layer_met1.png
The bar under the picture is 20 um long. Cells faint in the background.
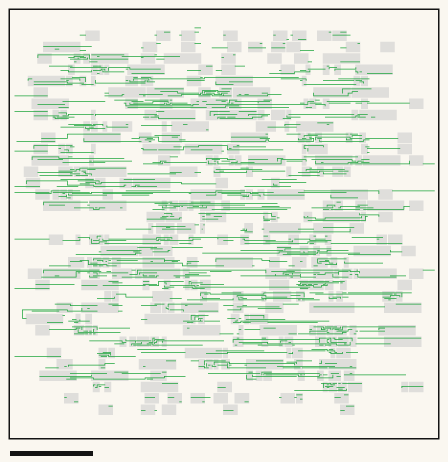
layer_met2.png
The bar under the picture is 20 um long. Cells faint in the background.
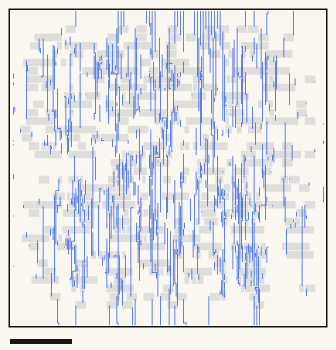
layer_met3.png
The bar under the picture is 20 um long. Cells faint in the background.
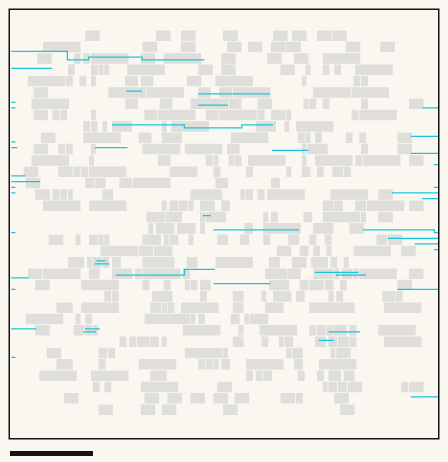
congestion.png
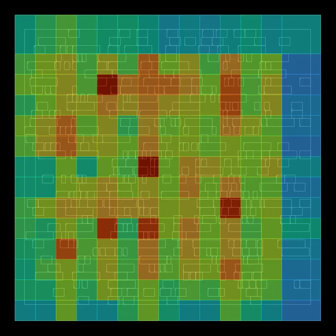
io_placement.png
The bar under the picture is 20 um long. Pins as bars across the die edge, other pins in grey.
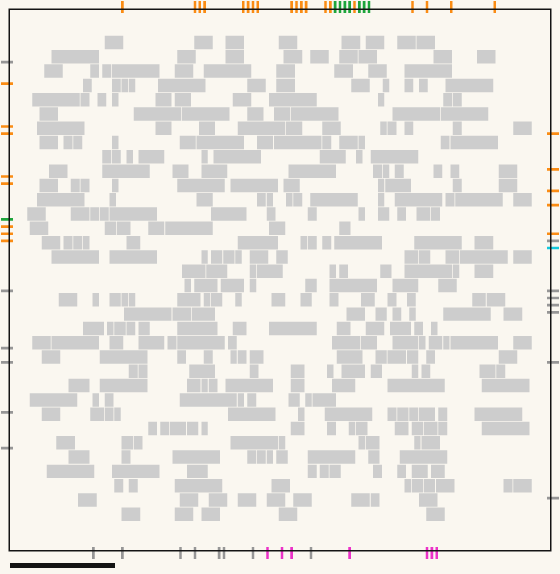
Design reg_file_loader_flat, sky130hd; sources not shown.
==> impl_metrics.py <==
# Flow results
metrics = {
    "final_timing": {
        "rsz0062_at_grt": "no",
        "setup_viol": 0,
        "achievable-frequency_mhz": 464,
        "finalHoldWorstSlack_ns": 0.233,
        "finalSetupTns_ns": 0,
        "hold_viol": 0,
        "slew-limit-headroom": 0.565,
        "tmin_final_ns": 2.16,
    },
    "die": {
        "fp_util": 0.326,
        "n_tap_cell": 108,
    },
    "finish": {
        "comb_total_area": 0.331,
        "fin_util": 0.440,
        "num-nonclk-inverters": 7,
        "num-clock-buffers": 11,
        "number_of_flip_flops_under_the_largest_register_name": 32,
        "top_area_cell_class": "sequential cells",
        "area_share_nonclk_buffers": 0.196,
        "most-common-layout-cells": "sky130_fd_sc_hd__clkdlybuf4s50_1, sky130_fd_sc_hd__dfrtp_1, sky130_fd_sc_hd__nand2_1, sky130_fd_sc_hd__nand3_1, sky130_fd_sc_hd__o21ai_0",
        "n_multi_input_combinational_cell": 205,
        "clock_tree_area_fraction": 0.0534,
        "finish.net_count": 395,
        "sh_seq_area": 0.378,
    },
    "clock_network": {
        "num_cts_buffers": 9,
        "cts.reportedPaths.clkPinSlew_ns": 0.07,
        "clock_path_buffers": 2,
        "root_buffer": "sky130_fd_sc_hd__clkbuf_8",
    },
    "global_route": {
        "antenna_found_initial": 0,
        "first_global_vias": 2382,
        "grt_max_degree": 35,
        "grt_first_pass_wirelength_um": 12900,
    },
    "synthesis": {
        "simple_gate_area_frac": 0.194,
        "ys_cells": 286,
        "synthCells": 286,
        "post_synth.cell_area_avg_um2": 10.1,
        "flops_latches_synth": 59,
        "seq_area_frac_synth": 0.509,
        "post_synth_ao_oa_area_fraction": 0.195,
        "synthAdderAreaFrac": 0.0345,
        "most_popular_library_cell_in_the_synthesized_design_by_count": "sky130_fd_sc_hd__dfrtp_1",
        "yosysTopAreaCellShare": 0.509,
        "yosys-top-cells-area": "sky130_fd_sc_hd__dfrtp_1, sky130_fd_sc_hd__nand2_1, sky130_fd_sc_hd__nand3_1, sky130_fd_sc_hd__a22o_1, sky130_fd_sc_hd__o21ai_0",
        "postSynth.asyncResetShare": 1.00,
    },
    "place": {
        "post-place-cells": 458,
        "hpwl_um": 5870,
        "place.gp.congestion": 0.742,
    },
    "detailed_routing": {
        "post_drt_via_cell_ratio": 5.06,
        "highest-signal-layer": "met4",
        "detail_route.wirelength.met1_um": 3960,
        "dr_wl_met3_um": 349,
        "remaining_drc_errors": 0,
    },
    "power": {
        "cellPowerDensity_nw_per_um2": 1020,
        "peakVddDrop_mv": 0.414,
        "fin_total_pwr_mw": 4.01,
    },
    "flow_run": {
        "stage_log_warnings": 31,
        "drv.max_cap_violation_count": 0,
    },
    "status": {
        "run_status": "finished, final reports clean",
    },
    "critical_path": {
        "worst-endpoint-arrival_ns": 2.38,
        "ff2ff_path_depth": 5,
        "rrSetupSlack_ns": 0.54,
    },
    "hold_path": {
        "hold_class": "input port to asynchronous set/reset pin",
    },
}
-- layer_met1.png (at the start) --
wire length on this layer: 3960 um
share of all routed wire: 49%
nets with wire on the layer: 351
longest straight run: 30.8 um
routed wire length: 8040 um
GR Layer Usage met1: 0.231
total number of vias: 2402

-- layer_met2.png (at the start) --
share of all routed wire: 45%
nets with wire on the layer: 309
main direction: vertical
longest straight run: 33.0 um
wire length on this layer: 3650 um
M2 GR Usage: 0.238

-- layer_met3.png (at the start) --
main direction: horizontal
longest straight run: 20.2 um
wire length on this layer: 350 um
nets with wire on the layer: 40
share of all routed wire: 4.4%
grt met3 use: 0.0494

-- congestion.png (at the start) --
aggregate global-route resource usage: 0.161
most used routing layer in global routing: met2
mean routed wirelength per cell: 16.9 um

-- io_placement.png (at the start) --
| colour | port | pins | direction | edge |
|---|---|---|---|---|
| magenta | start_len | 7 | input | bottom |
| orange | bus_wr_data | 32 | output | 19 top, 8 left, 5 right |
| green | bus_in_data | 8 | input | 7 top, 1 left |
| cyan | done | 1 | output | right |
all pins by edge: 26 top, 15 bottom, 15 left, 13 right
total of buffers placed on input and output ports: 68
chip width: 103 um
Die Height: 103 um

power breakdown:
part / switching, mW / internal (mW) / leakage (nW)
Combinational: 0.953 / 0.794 / 0.779
Sequential: 0.241 / 1.13 / 0.765
Clock: 0.366 / 0.517 / 0.103
Total: 1.56 / 2.45 / 1.65
per-stage QoR:
step           setup slack, ns  area, um^2
2_1_floorplan            0.610        2800
3_3_place_gp             0.597        3690
3_5_place_dp             0.552        3690
4_1_cts                  0.538        3900
5_1_grt                  0.429        3910
6_report                 0.544        3910
worst max-delay path, cell delays in order (launching register included):
cell,delay (ns)
sky130_fd_sc_hd__dfrtp_1,0.49
sky130_fd_sc_hd__inv_1,0.16
sky130_fd_sc_hd__ha_1,0.37
sky130_fd_sc_hd__or3_1,0.42
sky130_fd_sc_hd__nor4_4,0.40
sky130_fd_sc_hd__a22o_1,0.21
Power figures rest on the tool's default switching activity, not on a simulated workload.
